## src/rtl/seg7_scan_driver.sv

```systemverilog
// Time-multiplexed common-anode 7-segment scanner with a tear-free display register.
// Define SEG7_LZB_EN to enable leading-zero blanking of digits above digit 0.
module seg7_scan_driver #(
  parameter int DIGITS      = 4,
  parameter int REFRESH_DIV = 100000
) (
  input  logic                  clk,
  input  logic                  clr,
  input  logic [4*DIGITS-1:0]   bcd_in,
  input  logic [DIGITS-1:0]     dp_in,
  input  logic                  load,
  input  logic                  blank,
  output logic [6:0]            a_to_g,
  output logic                  dp,
  output logic [DIGITS-1:0]     an,
  output logic                  frame_start
);

  localparam int CW = $clog2(REFRESH_DIV);
  localparam int IW = (DIGITS > 1) ? $clog2(DIGITS) : 1;
  localparam logic [CW-1:0] CNT_LAST = CW'(REFRESH_DIV - 1);
  localparam logic [IW-1:0] IDX_LAST = IW'(DIGITS - 1);

  logic [CW-1:0]         cnt;
  logic [IW-1:0]         idx;
  logic [4*DIGITS-1:0]   pend;
  logic [4*DIGITS-1:0]   disp;
  logic [DIGITS-1:0]     pend_dp;
  logic [DIGITS-1:0]     disp_dp;
  logic                  pend_v;

  logic                  tick;
  logic                  wrap;
  logic [3:0]            cur_nib;
  logic                  cur_dp;
  logic                  cur_sup;
  logic [DIGITS-1:0]     sel;
  logic [DIGITS-1:0]     sup;

  assign tick = (cnt == CNT_LAST);
  assign wrap = tick && (idx == IDX_LAST);

  function automatic logic [6:0] seg_decode(input logic [3:0] v);
    case (v)
      4'd0:    seg_decode = 7'b0000001;
      4'd1:    seg_decode = 7'b1001111;
      4'd2:    seg_decode = 7'b0010010;
      4'd3:    seg_decode = 7'b0000110;
      4'd4:    seg_decode = 7'b1001100;
      4'd5:    seg_decode = 7'b0100100;
      4'd6:    seg_decode = 7'b0100000;
      4'd7:    seg_decode = 7'b0001111;
      4'd8:    seg_decode = 7'b0000000;
      4'd9:    seg_decode = 7'b0000100;
      default: seg_decode = 7'b1111111;
    endcase
  endfunction

`ifdef SEG7_LZB_EN
  // A digit is suppressed when it and every more significant digit are zero.
  always_comb begin : lzb
    logic zero_above;
    zero_above = 1'b1;
    sup        = '0;
    for (int i = DIGITS - 1; i >= 0; i--) begin
      zero_above = zero_above & (disp[4*i +: 4] == 4'd0);
      if (i > 0) sup[i] = zero_above;
    end
  end
`else
  assign sup = '0;
`endif

  always_comb begin
    cur_nib = 4'd0;
    cur_dp  = 1'b0;
    cur_sup = 1'b0;
    sel     = '0;
    for (int i = 0; i < DIGITS; i++) begin
      if (idx == IW'(i)) begin
        cur_nib = disp[4*i +: 4];
        cur_dp  = disp_dp[i];
        cur_sup = sup[i];
        sel[i]  = 1'b1;
      end
    end
  end

  always_ff @(posedge clk) begin
    if (clr) begin
      cnt         <= '0;
      idx         <= '0;
      disp        <= '0;
      disp_dp     <= '0;
      pend        <= '0;
      pend_dp     <= '0;
      pend_v      <= 1'b0;
      an          <= '1;
      a_to_g      <= 7'b1111111;
      dp          <= 1'b1;
      frame_start <= 1'b0;
    end else begin
      cnt <= tick ? '0 : cnt + CW'(1);
      if (tick) idx <= (idx == IDX_LAST) ? '0 : idx + IW'(1);

      // A load on the wrap tick goes to pend after the old pend has moved to disp.
      if (wrap && pend_v) begin
        disp    <= pend;
        disp_dp <= pend_dp;
        pend_v  <= 1'b0;
      end
      if (load) begin
        pend    <= bcd_in;
        pend_dp <= dp_in;
        pend_v  <= 1'b1;
      end

      a_to_g      <= seg_decode(cur_nib);
      frame_start <= (cnt == '0) && (idx == '0);
      if (blank || cur_sup) begin
        an <= '1;
        dp <= 1'b1;
      end else begin
        an <= ~sel;
        dp <= ~cur_dp;
      end
    end
  end

endmodule

```

## config.mk

```make
export PLATFORM = sky130hd
export DESIGN_NAME = seg7_scan_driver
export DESIGN_NICKNAME = d
export VERILOG_FILES = /design/src/rtl/seg7_scan_driver.sv
export SDC_FILE = /design/constraint.sdc
export NUM_CORES = 1
export LEC_CHECK = 0
export ABC_CLOCK_PERIOD_IN_PS = 5600
export CAP_MARGIN = 20
export CORE_MARGIN = 5
export CORE_UTILIZATION = 25
export DETAILED_ROUTE_END_ITERATION = 8
export GPL_ROUTABILITY_DRIVEN = 0
export PLACE_DENSITY = 0.45
export SLEW_MARGIN = 20
export SYNTH_ARGS = -nofsm -noshare
export SYNTH_HDL_FRONTEND = slang
export SYNTH_SLANG_ARGS = --single-unit
export TNS_END_PERCENT = 30
```

## constraint.sdc

```tcl
create_clock -name clk -period 5.6 [get_ports clk]
set_input_delay 1.12 -clock clk [delete_from_list [all_inputs] [get_ports clk]]
set_output_delay 1.12 -clock clk [all_outputs]
set_load 0.02 [all_outputs]
```

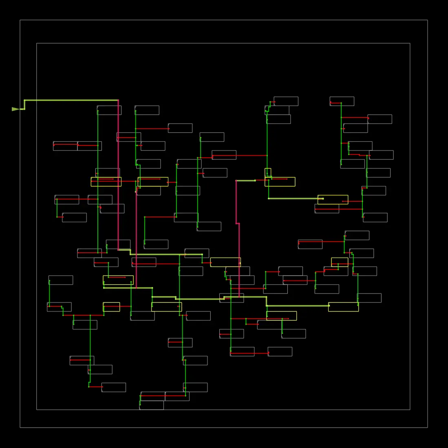
clock_nets.png
Clk. pwr: 0.508 mW
Seq cells: 73
Num CTS Buffers: 9
clk ins delay skew pair: 0.33 ns
# clk buffers: 11

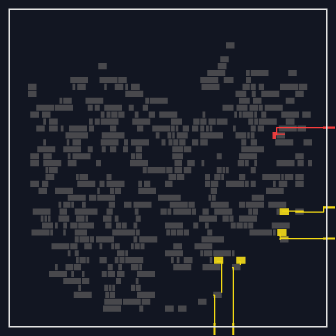
port_trees.png
- dp_in: yellow (direction input; edge 2 bottom, 2 right; end cells 4; buffers 4; wire 95.8 um)
- blank: red (direction input; edge right; end cells 1; buffers 1; wire 26.0 um)

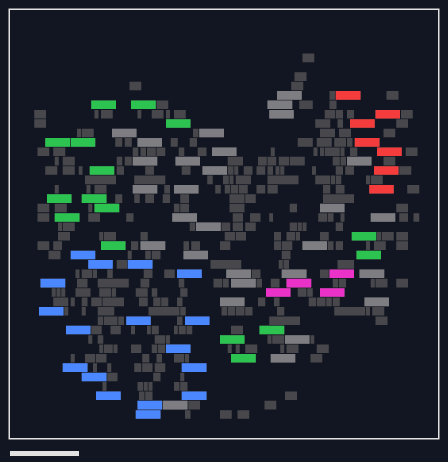
ff_map.png
Scale bar: 20 um. Other sequential cells in the stronger grey, the rest of the logic in the fainter grey.
- a_to_g: red (placed flops 7)
- pend: green (placed flops 16)
- cnt: blue (placed flops 17)
- disp_dp: magenta (placed flops 4)
post-layout util: 31.4%
flop share of the area: 36.7%
Register Area: 0.00146 mm2
Seq power: 0.543 mW

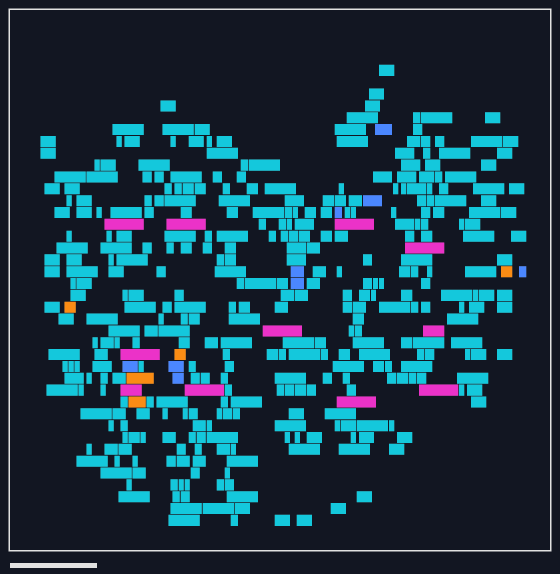
sizing.png
Scale bar: 20 um.
- x3 and x4: orange (cells 5; share 1.3%; most used buf_4)
- x2: blue (cells 9; share 2.4%; most used or3b_2)
- x6 and larger: magenta (cells 11; share 2.9%; most used clkbuf_16)
- x1 and smaller: cyan (cells 352; share 93%; most used dfxtp_1)
area delta synth->final: 22.5%
post-layout worst setup margin: 3.14 ns
final instance area: 0.00398 mm2

==> out/metrics.yaml <==
status: "completed"
post_cts_buffers: 0
hold_violations: 0
hold_path.class: "reg -> reg"
grt_pass1_wl_um: 13100
mostFrequentLayoutCell: "dfxtp_1"
met3_usage_pct: 4.04
fp_nets: 390
fin_tns_setup_ns: 0
tightest_slew_ns: 0.954
drc: 0
synth.distinct_cells: 41
common_cells: "73 x dfxtp_1, 35 x nor2_1, 30 x a21oi_1, 24 x nand4_1"
dpl_cell_area_mm2: 0.00372
min_from: "disp[0]"
sh_comb_area_pct: 40.8
antennaDiodeCount: 0
cellLeakagePower_nw: 1.43
ys_area_mm2: 0.00325
synth-compound-area-share_pct: 14.7
inverters: 12
finalWirelength_um: 7780
tritoncts: "built"
antenna_found_initial: 0
path_cells: "ha_1 -> a211oi_1 -> a221oi_1 -> inv_1 -> ha_1 -> nand2b_1 -> a31oi_1"
detail_route.wl_per_cell_um: 14.2
fin_skew_ns: 0.00221
portBuffers: 36
fillers: 1385
grt_pass1_vias: 2534
setup-violations-final: 0
cp.buffers_inverters: 1
clock.fmax_mhz: 407
cts.clk_slew.worst_paths_ns: 0.05
cts.sinks: 73
chipWidth_um: 124
crit_family: "AND-OR/OR-AND gates"
synth_area_mm2: 0.00325
grt_util_met2_pct: 16.3
holdWs_ns: 0.471
synth.mux.area_fraction_pct: 7.12
cp.required_ns: 5.85
netlist_instances: 354
taps: 172
postRouteAntennaNets: 0
core_area_mm2: 0.0127
placed_cells: 537
yosys_cells: 354
grtUsageTotal_pct: 11.0
wl_met2_um: 3380
h-tree-depth: 3
holdBufCountCts: 0
dp_hpwl_um: 5280
via_count: 2538
avgSynthCellArea_um2: 9.18
power_switching_mw: 0.234
die-area_mm2: 0.0154
power_density_mw_per_mm2: 280
logic_area_mm2: 0.00162
top_area_share_pct: 45.0
cp-startpoint: "idx[0]"
crit_cells: 7
largest_reg_flops: 17
buf_share_pct: 9.49
dr.first_iter.drc_count: 151
die-height_um: 124
root_buffer: "clkbuf_16"
clk_share_pct: 6.47
end_kind: "register"
ys_sh_simple_pct: 20.4
topCombFamilyByArea: "simple AND/OR/NAND/NOR gates"
postSynth.asyncResetShare_pct: 0
finalPower_mw: 1.11
worstPathArrival_ns: 2.71
wl_met1_um: 3950
lay_top_cells: "73 x dfxtp_1, 35 x nor2_1, 35 x clkdlybuf4s50_1"
slew_viol_final: 0
slew_headroom_pct: 36.4
cp_slowest_cell: "a221oi_1"
first_pass_iters: 4
yosysWarnings: 0
reg2reg_depth: 7
power_top_consumer: "registers"
min_to: "disp[0]"
seq_power_share_pct: 48.7
dpl_worst_slack_ns: 3.13
ys.flops: 73
warning_count: 35
top_usage_layer: "met2"
largest_register: "cnt"
synth_top_cell_by_count: "dfxtp_1"
ff_type: "dfxtp_1"
rsz0062_at_grt: "false"
cpPeakStageDelay_ns: 0.73
comb_cells: 241
grt_overflow: 0
topCellsByArea: "dfxtp_1 45%, mux2i_1 6.8%, o31ai_1 5.1%, a21oi_1 4.6%, ha_1 4.6%"
grt_max_degree: 53
min_path_cells: 2
period_used_pct: 43.9
vias_per_cell: 4.62
wl_met3_um: 337
rr_startpoint: "idx[0]"
path_max_fanout: 16
cts_resized: 0
routed.top_layer: "met4"
period_needed_ns: 2.46
path_common_cell: "ha_1"
crit_path_start_kind: "register"
pg_comb_mw: 0.0637
top_regs: "cnt x17, disp x16, pend x16"
switching_share_pct: 21.0
r2r_slack_ns: 3.14
timing.rr.end: "a_to_g[1]"
combPwrFrac_pct: 5.7
layout-drive-gt1-share_pct: 6.63
buffers_excl_clock: 39
vdd_drop_max_uv: 134
core.rowCount: 41
clockBufferDepth: 2
adder_share_pct: 4.62
fp_util_pct: 25.7
yosysTopAreaCell: "dfxtp_1"
clkPwrFrac_pct: 45.6
grtUsageMet1_pct: 15.2
cap_violations: 0
postSynthSeqShare_pct: 45.0
No activity file was given, so power comes from the tool's default toggle rates.
